===== src/rtl/heartbeat_monitor_pkg.sv =====
// heartbeat_monitor_pkg: state encodings and default timing shared by the heartbeat qualifier
`ifndef OSC
`define OSC 50000000
`endif

package heartbeat_monitor_pkg;

    typedef enum logic [1:0] {
        HB_LOST  = 2'd0,
        HB_ACQ   = 2'd1,
        HB_ALIVE = 2'd2
    } hb_state_e;

    localparam int OSC_HZ        = `OSC;
    localparam int DEF_FILT_LEN  = 16;
    localparam int DEF_MIN_GAP   = OSC_HZ / 1000;
    localparam int DEF_MAX_GAP   = OSC_HZ / 2;
    localparam int DEF_ACQ_EDGES = 4;

endpackage


===== src/rtl/heartbeat_monitor_hb_channel.sv =====
// hb_channel: synchronises, glitch-filters and rate-qualifies one heartbeat pin
module hb_channel
    import heartbeat_monitor_pkg::*;
#(
    parameter int FILT_LEN  = DEF_FILT_LEN,
    parameter int MIN_GAP   = DEF_MIN_GAP,
    parameter int MAX_GAP   = DEF_MAX_GAP,
    parameter int ACQ_EDGES = DEF_ACQ_EDGES
) (
    input  logic       clk,
    input  logic       rst,
    input  logic       hb_raw_i,
    input  logic       power_on_i,
    output logic       heartbeat_o,
    output logic [1:0] state_o
);

    localparam int CW = $clog2(MAX_GAP + 2);
    localparam int FW = $clog2(FILT_LEN + 1);
    localparam int GW = $clog2(ACQ_EDGES + 1);
    localparam logic [CW-1:0] MIN_C  = CW'(MIN_GAP);
    localparam logic [CW-1:0] MAX_C  = CW'(MAX_GAP);
    localparam logic [FW-1:0] FILT_C = FW'(FILT_LEN);
    localparam logic [GW-1:0] ACQ_C  = GW'(ACQ_EDGES);

    logic [1:0]    sync_q;
    logic          filt_q, filt_d;
    logic [FW-1:0] run_q, run_d;
    logic [CW-1:0] cnt_q, cnt_d;
    logic [GW-1:0] good_q, good_d;
    hb_state_e     state_q, state_d;
    logic          mismatch, hb_edge, timeout, legal, early;

    // cnt saturates one past MAX_GAP, so cnt > MAX_GAP is the registered timeout
    always_comb begin
        mismatch = sync_q[1] != filt_q;
        hb_edge  = mismatch && (run_q + 1'b1 == FILT_C);
        filt_d   = filt_q ^ hb_edge;
        run_d    = (mismatch && !hb_edge) ? run_q + 1'b1 : '0;
        timeout  = cnt_q > MAX_C;
        cnt_d    = hb_edge ? CW'(1) : timeout ? cnt_q : cnt_q + 1'b1;
        legal    = hb_edge && cnt_q >= MIN_C && !timeout;
        early    = hb_edge && cnt_q < MIN_C;
    end

    always_comb begin
        state_d = state_q;
        good_d  = good_q;
        case (state_q)
            HB_LOST: begin
                if (hb_edge) begin
                    state_d = HB_ACQ;
                    good_d  = '0;
                end
            end
            HB_ACQ: begin
                if (timeout) begin
                    state_d = HB_LOST;
                end else if (legal) begin
                    good_d  = good_q + 1'b1;
                    state_d = (good_q + 1'b1 == ACQ_C) ? HB_ALIVE : HB_ACQ;
                end else if (early) begin
                    good_d = '0;
                end
            end
            HB_ALIVE: state_d = (timeout || early) ? HB_LOST : HB_ALIVE;
            default:  state_d = HB_LOST;
        endcase
        if (!power_on_i) begin
            state_d = HB_LOST;
            good_d  = '0;
        end
    end

    always_ff @(posedge clk) begin
        if (rst) begin
            sync_q  <= '0;
            filt_q  <= 1'b0;
            run_q   <= '0;
            cnt_q   <= CW'(1);
            good_q  <= '0;
            state_q <= HB_LOST;
        end else begin
            sync_q  <= {sync_q[0], hb_raw_i};
            filt_q  <= filt_d;
            run_q   <= run_d;
            cnt_q   <= cnt_d;
            good_q  <= good_d;
            state_q <= state_d;
        end
    end

    assign heartbeat_o = state_q == HB_ALIVE;
    assign state_o     = state_q;

endmodule


===== src/rtl/heartbeat_monitor.sv =====
// heartbeat_monitor: qualifies the CPU A and CPU B heartbeat pins into clean valid levels
module heartbeat_monitor
    import heartbeat_monitor_pkg::*;
#(
    parameter int FILT_LEN  = DEF_FILT_LEN,
    parameter int MIN_GAP   = DEF_MIN_GAP,
    parameter int MAX_GAP   = DEF_MAX_GAP,
    parameter int ACQ_EDGES = DEF_ACQ_EDGES
) (
    input  logic       clk,
    input  logic       rst,
    input  logic       hb_raw_A,
    input  logic       hb_raw_B,
    input  logic       power_on_A,
    input  logic       power_on_B,
    output logic       heartbeat_A,
    output logic       heartbeat_B,
    output logic [1:0] hb_state_A,
    output logic [1:0] hb_state_B
);

    hb_channel #(
        .FILT_LEN (FILT_LEN),
        .MIN_GAP  (MIN_GAP),
        .MAX_GAP  (MAX_GAP),
        .ACQ_EDGES(ACQ_EDGES)
    ) u_a (
        .clk        (clk),
        .rst        (rst),
        .hb_raw_i   (hb_raw_A),
        .power_on_i (power_on_A),
        .heartbeat_o(heartbeat_A),
        .state_o    (hb_state_A)
    );

    hb_channel #(
        .FILT_LEN (FILT_LEN),
        .MIN_GAP  (MIN_GAP),
        .MAX_GAP  (MAX_GAP),
        .ACQ_EDGES(ACQ_EDGES)
    ) u_b (
        .clk        (clk),
        .rst        (rst),
        .hb_raw_i   (hb_raw_B),
        .power_on_i (power_on_B),
        .heartbeat_o(heartbeat_B),
        .state_o    (hb_state_B)
    );

endmodule

===== config.mk =====
export PLATFORM = sky130hd
export DESIGN_NAME = heartbeat_monitor
export DESIGN_NICKNAME = d
export VERILOG_FILES = /design/src/rtl/heartbeat_monitor_pkg.sv /design/src/rtl/heartbeat_monitor_hb_channel.sv /design/src/rtl/heartbeat_monitor.sv
export SDC_FILE = /design/constraint.sdc
export NUM_CORES = 1
export LEC_CHECK = 0
export CAP_MARGIN = 20
export CORE_ASPECT_RATIO = 0.5
export CORE_MARGIN = 4
export CORE_UTILIZATION = 56
export CTS_CLUSTER_SIZE = 8
export DETAILED_ROUTE_END_ITERATION = 16
export HOLD_SLACK_MARGIN = 0.05
export PLACE_DENSITY_LB_ADDON = 0.15
export SYNTH_ARGS = -nofsm -noshare
export SYNTH_HDL_FRONTEND = slang
export SYNTH_HIERARCHICAL = 1
export SYNTH_SLANG_ARGS = --single-unit

===== constraint.sdc =====
create_clock -name clk -period 3.05 [get_ports clk]
set_input_delay 0.305 -clock clk [delete_from_list [all_inputs] [get_ports clk]]
set_output_delay 0.305 -clock clk [all_outputs]
set_load 0.1 [all_outputs]

Run 1, power grid:
Pins as bars on the die edge. Tap cells in gray.
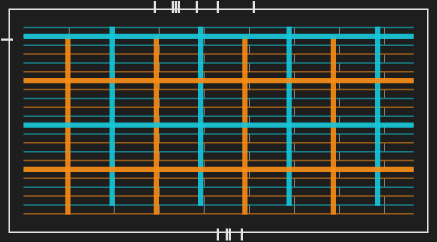
- VSS: orange
- VDD: cyan
- met1 rails: 22
- rows: 21
- signal pins: 12
die extent in y: 67.9 um
area of the placeable core: 0.00683 mm^2
worst supply voltage drop on vdd: 0.000387 V
Horiz. Die Dim: 128 um

Run 1, cell classes on the final placement:
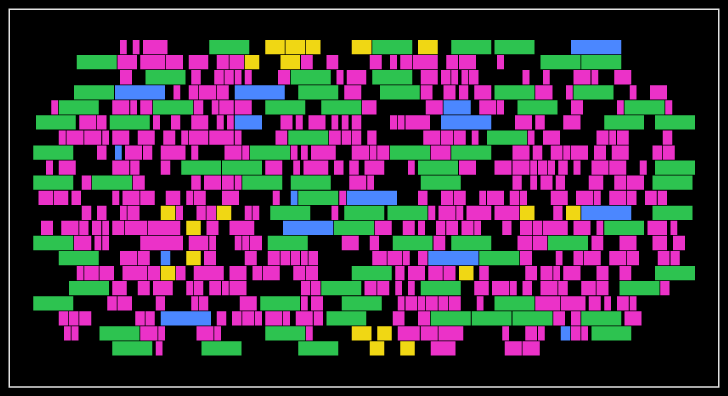
- all other logic: magenta (cells 381)
- flip-flops: green (cells 76)
- other buffers and delay cells: yellow (cells 19)
- clock drivers and dummy loads: blue (cells 15)
Final Util: 0.657
Site Rows: 21
final standard cell area without fillers: 0.00449 mm^2

Run 1, clock network drawn from the DEF:
Scale bar: 50 um.
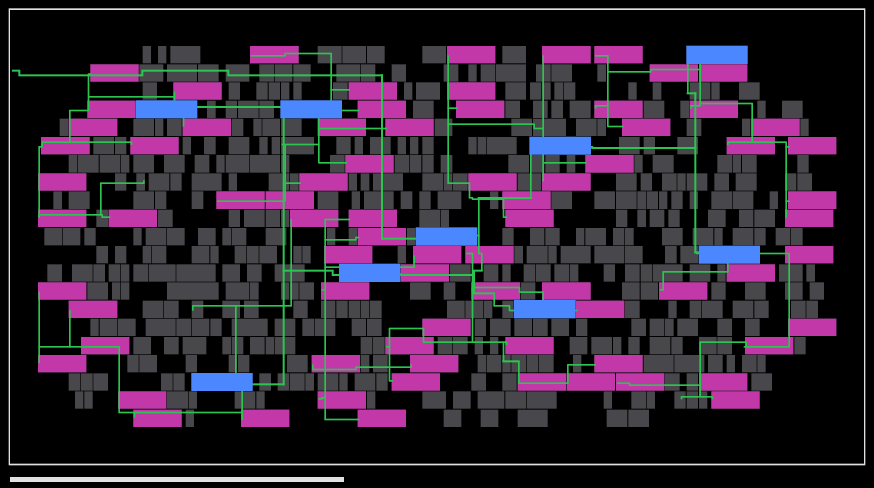
- clock wires: green (length 940 um)
- cells driving clock nets: blue (count 9)
- flip-flops: magenta (count 76)
- routed clock nets: 10
power share of the clock group: 0.468
clock distribution power: 966 uW
clock insertion delay at the later pin of the skew report: 330 ps

==> run notes, run 1 <==
Synthesis and PnR results.

- The cell-mix breakdown from Yosys lists the adder-cell area share as 0.0374.
- The commonest non-fill, non-tap cell in the layout reads sky130_fd_sc_hd__dfxtp_1.
- The wire length of the first global-routing pass is 14.5 mm.
- The fraction of the core area occupied by cells at floorplan reads 0.588.
- The sum of net half-perimeters after detailed placement reads 5.53 mm.
- The number of clock sinks reads 76.
- The max capacitance violation total reads 0.
- The stage-log warning count is 32.
- The largest power group is registers.
- The capture point of the critical path reads u_a/good_q[2].
- Headroom to the max-slew limit came out at 0.358.
- The share of total power dissipated in combinational logic is 0.036.
- In this run the power density over the cells is 461 mW/mm^2.
- The number of endpoints failing setup at the final stage reads 0.
- The type of destination of the critical path reads a flip-flop.
- The H-tree depth reads 3.
- Per the synthesis report, the number of distinct cell types is 63.
- Setup repair after global routing left no endpoint under its margin.
- The slack of the worst reg-to-reg path is 650 ps.
- The async set or reset register ratio after synthesis reads 0.
- The number of standard cells in the final layout excluding fillers is 583.
- For this run, the script counts the antenna cells in the layout as 0.
- The total power of the final layout is 2.07 mW.
- The detailed-route via count is 3425.
- The global-route track usage on met1 is 0.267.
- The highest metal layer with signal wires reads met4.
- The routed length per instance is 14.0 um.
- The number of placed instances, taps included is 568.
- The ratio of cells with drive above 1 in the final layout reads 0.0835.
- The total of fill cells in the finished design is 601.
- The number of antenna violations at the first check in global routing is 0.
- The total leakage power reads 1.65 nW.
- The number of stages on the worst hold path is 1.
- The flow ran to the end, and the final reports show no timing, DRC or antenna violations.
- The quantity of hold-fixing buffers added after cts is 0.
- The area growth from synthesis to layout is 11.7%.
- The portion of the clock cycle consumed by the worst path in the final layout is 0.786.
-- run 1: worst max-delay path, cell delays in order, from the launching register on --
cell	delay, ps
sky130_fd_sc_hd__dfxtp_1	340
sky130_fd_sc_hd__inv_1	100
sky130_fd_sc_hd__ha_1	160
sky130_fd_sc_hd__nor4b_1	320
sky130_fd_sc_hd__nand4_1	200
sky130_fd_sc_hd__nor4_4	190
sky130_fd_sc_hd__buf_4	220
sky130_fd_sc_hd__nor2_1	130
sky130_fd_sc_hd__a2111oi_0	470
sky130_fd_sc_hd__o22ai_1	130
-- run 1: cell type report --
type	count	area, um^2	area share
Clock buffer	13	260	0.0580
Inverter	13	48.8	0.0109
Tap cell	92	115	0.0256
Multi-Input combinational cell	368	2370	0.529
Clock inverter	2	10.0	0.00223
Sequential cell	76	1520	0.339
Timing Repair Buffer	19	158	0.0351
==> inputs of run 2 (changes only) <==
- clock period: 3.05 -> 2.4 ns (I/O delays scaled with it)
==> run notes, run 2 <==
Synthesis and PnR results.

- In this run the core area contains 21 standard-cell rows.
- The stage-log warning count reads 33.
- For this run, the share of the core covered by cells in the final layout is 0.683.
- Setup repair after global routing left no endpoint under its margin.
- The number of standard cells in the final layout excluding fillers reads 594.
- The number of clock buffers added by TritonCTS is 9.
- The area share of fa/ha/maj cells after synthesis is 0.0374.
- The ratio of cells with drive above 1 in the final layout reads 0.122.
- The most frequent cell after synthesis is sky130_fd_sc_hd__dfxtp_1.
- The synthesized design spends more area on one cell type than any other, namely sky130_fd_sc_hd__dfxtp_1.
- The number of global-route vias before repair is 3170.
- The critical path's largest stage delay reads 550 ps.
- Walking the worst path, the cells encountered are or4_4 > o311ai_2 > o211a_4 > buf_4 > o21ai_0 > o21a_1 > o21a_1.
- Warnings reported by Yosys during synthesis add up to 6.
- The number of placed instances, taps included is 578.
- The run finished with clean final reports.
- The core area reads 0.00683 mm^2.
- The number of endpoints failing setup at the final stage reads 0.
- The simple-gate portion of the synthesized area reads 0.301.
- The largest individual stage delay along the critical path comes from the cell sky130_fd_sc_hd__or4_4.
- Total power normalized to cell area comes to 623 mW/mm^2.
- The pin count of the biggest net entering global routing reads 26.
- Of the total power, combinational logic draws 0.037.
- Among cell families on the critical path, the largest total delay comes from AND-OR/OR-AND gates.
- The registers reported with the highest flop counts are u_a/cnt_q (25), u_b/cnt_q (25).
- The total clock network power reads 1.50 mW.
- The max capacitance violation total is 0.
- The number of antenna violations at the first check in global routing is 0.
- The unique cell type count in the Yosys netlist is 63.
- The type of destination of the critical path is a flip-flop.
- STA classifies the critical path startpoint as a flip-flop.
- The layout stage reports a final design area of 0.00467 mm^2.
- The proportion of power drawn by the clock network is 0.517.
- The highest metal layer with signal wires is met4.
- In the final routed layout, each cell accounts on average for 14.4 um.
- The number of nets at the end of the flow reads 515.
- Counting flops with an async set or reset pin after synthesis yields a share of 0.
- The synthesized-area fraction occupied by ao, oa, aoi and oai cells reads 0.142.
- The fraction of the core area occupied by cells at floorplan is 0.588.
- The number of clock sinks reads 76.
- Detailed routing inserted a total of 3410 vias.
- The area growth from synthesis to layout is 16.1%.
- The script extracted a total leakage power of 1.74 nW.
- The length of routed wiring on met1 reads 4.07 mm.
- The final hold slack reads 433 ps.
- Along the critical path, the tally of buffer and inverter instances is 1.
- The final power report lists total power as 2.91 mW.
- The dominant power group in this design is the clock network.
- The vertical die size is 67.9 um.
- The worst max-slew margin expressed relative to the limit is 0.626.
- The sequential-to-total area share from yosys stat reads 0.379.
- The multiplexer share of the synthesized area reads 0.0128.
- The global-route track usage on met1 reads 0.253.
- The cell occurring most often along the worst timing path reads sky130_fd_sc_hd__o21a_1.
- In the global route stage, met2 resource usage came out at 0.356.
- The die outline area reads 0.00868 mm^2.
- Per the cell usage report, the commonest logic cell in the layout is sky130_fd_sc_hd__dfxtp_1.
- The tree is rooted in a sky130_fd_sc_hd__clkbuf_16.
- The quantity of hold-fixing buffers added after cts reads 0.
- The portion of the clock cycle consumed by the worst path in the final layout reads 0.947.
- The smallest clock period supported by the final layout is computed as 2270 ps.
- The final antenna diode tally reported by the flow is 0.
- In this run the number of H-tree levels came out at 3.
- TritonCTS built the clock tree.
- The wire length of the first global-routing pass reads 14.5 mm.
- The overall fraction of global-route tracks in use is 0.209.
- The width of the chip is 128 um.
- Sorting the synthesized cells by how often they occur yields sky130_fd_sc_hd__dfxtp_1 (76), sky130_fd_sc_hd__nor2_1 (60), sky130_fd_sc_hd__xor2_1 (38).
- The per-cell via count in the routed design reads 5.74.
- The sum of net half-perimeters after detailed placement is 5.84 mm.
- The global route total overflow reads 0.
- At the later pin of the worst-skew pair, clock insertion delay measures 340 ps.
- The post-CTS setup buffer count reads 0.
- The detailed-routed wire length on met3 reads 356 um.
- The highest attainable clock frequency reads 440 MHz.
## run 2: cell counts after synthesis
No cell type changed its count.
## run 2: cell type report
cell class | instances | area [um^2]
Timing Repair Buffer | 29 | 243
Inverter | 13 | 48.8
Multi-Input combinational cell | 368 | 2400
Fill cell | 590 | 2170
Sequential cell | 76 | 1520
Clock buffer | 12 | 267
Tap cell | 92 | 115
Clock inverter | 4 | 70.1
## run 2: final timing paths
path	startpoint	endpoint	slack, ps	cells past startpoint
max	u_a/cnt_q[8]	u_a/cnt_q[11]	130	7
min reg2reg	u_b/sync_q[0]	u_b/sync_q[1]	430	1
min	u_b/sync_q[0]	u_b/sync_q[1]	430	1
max reg2reg	u_a/cnt_q[8]	u_a/cnt_q[11]	130	7
Run 2, cell classes on the final placement:
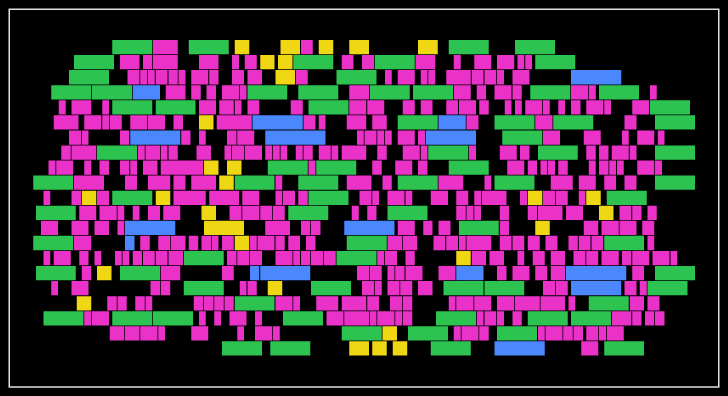
- other buffers and delay cells: yellow (cells 29)
- all other logic: magenta (cells 381)
- flip-flops: green (cells 76)
- clock drivers and dummy loads: blue (cells 16)

Run 2, power grid:
Pins as bars on the die edge. Tap cells in gray.
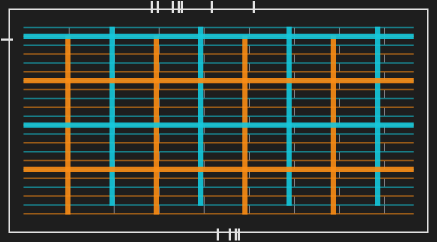
- VDD: cyan
- VSS: orange
- met5 straps: 4
- met1 rails: 22
- tap cells: 92
- rows: 21
- met4 straps: 8
worst supply voltage drop on vdd: 0.000413 V

Power figures rest on the tool's default switching activity, not on a simulated workload.
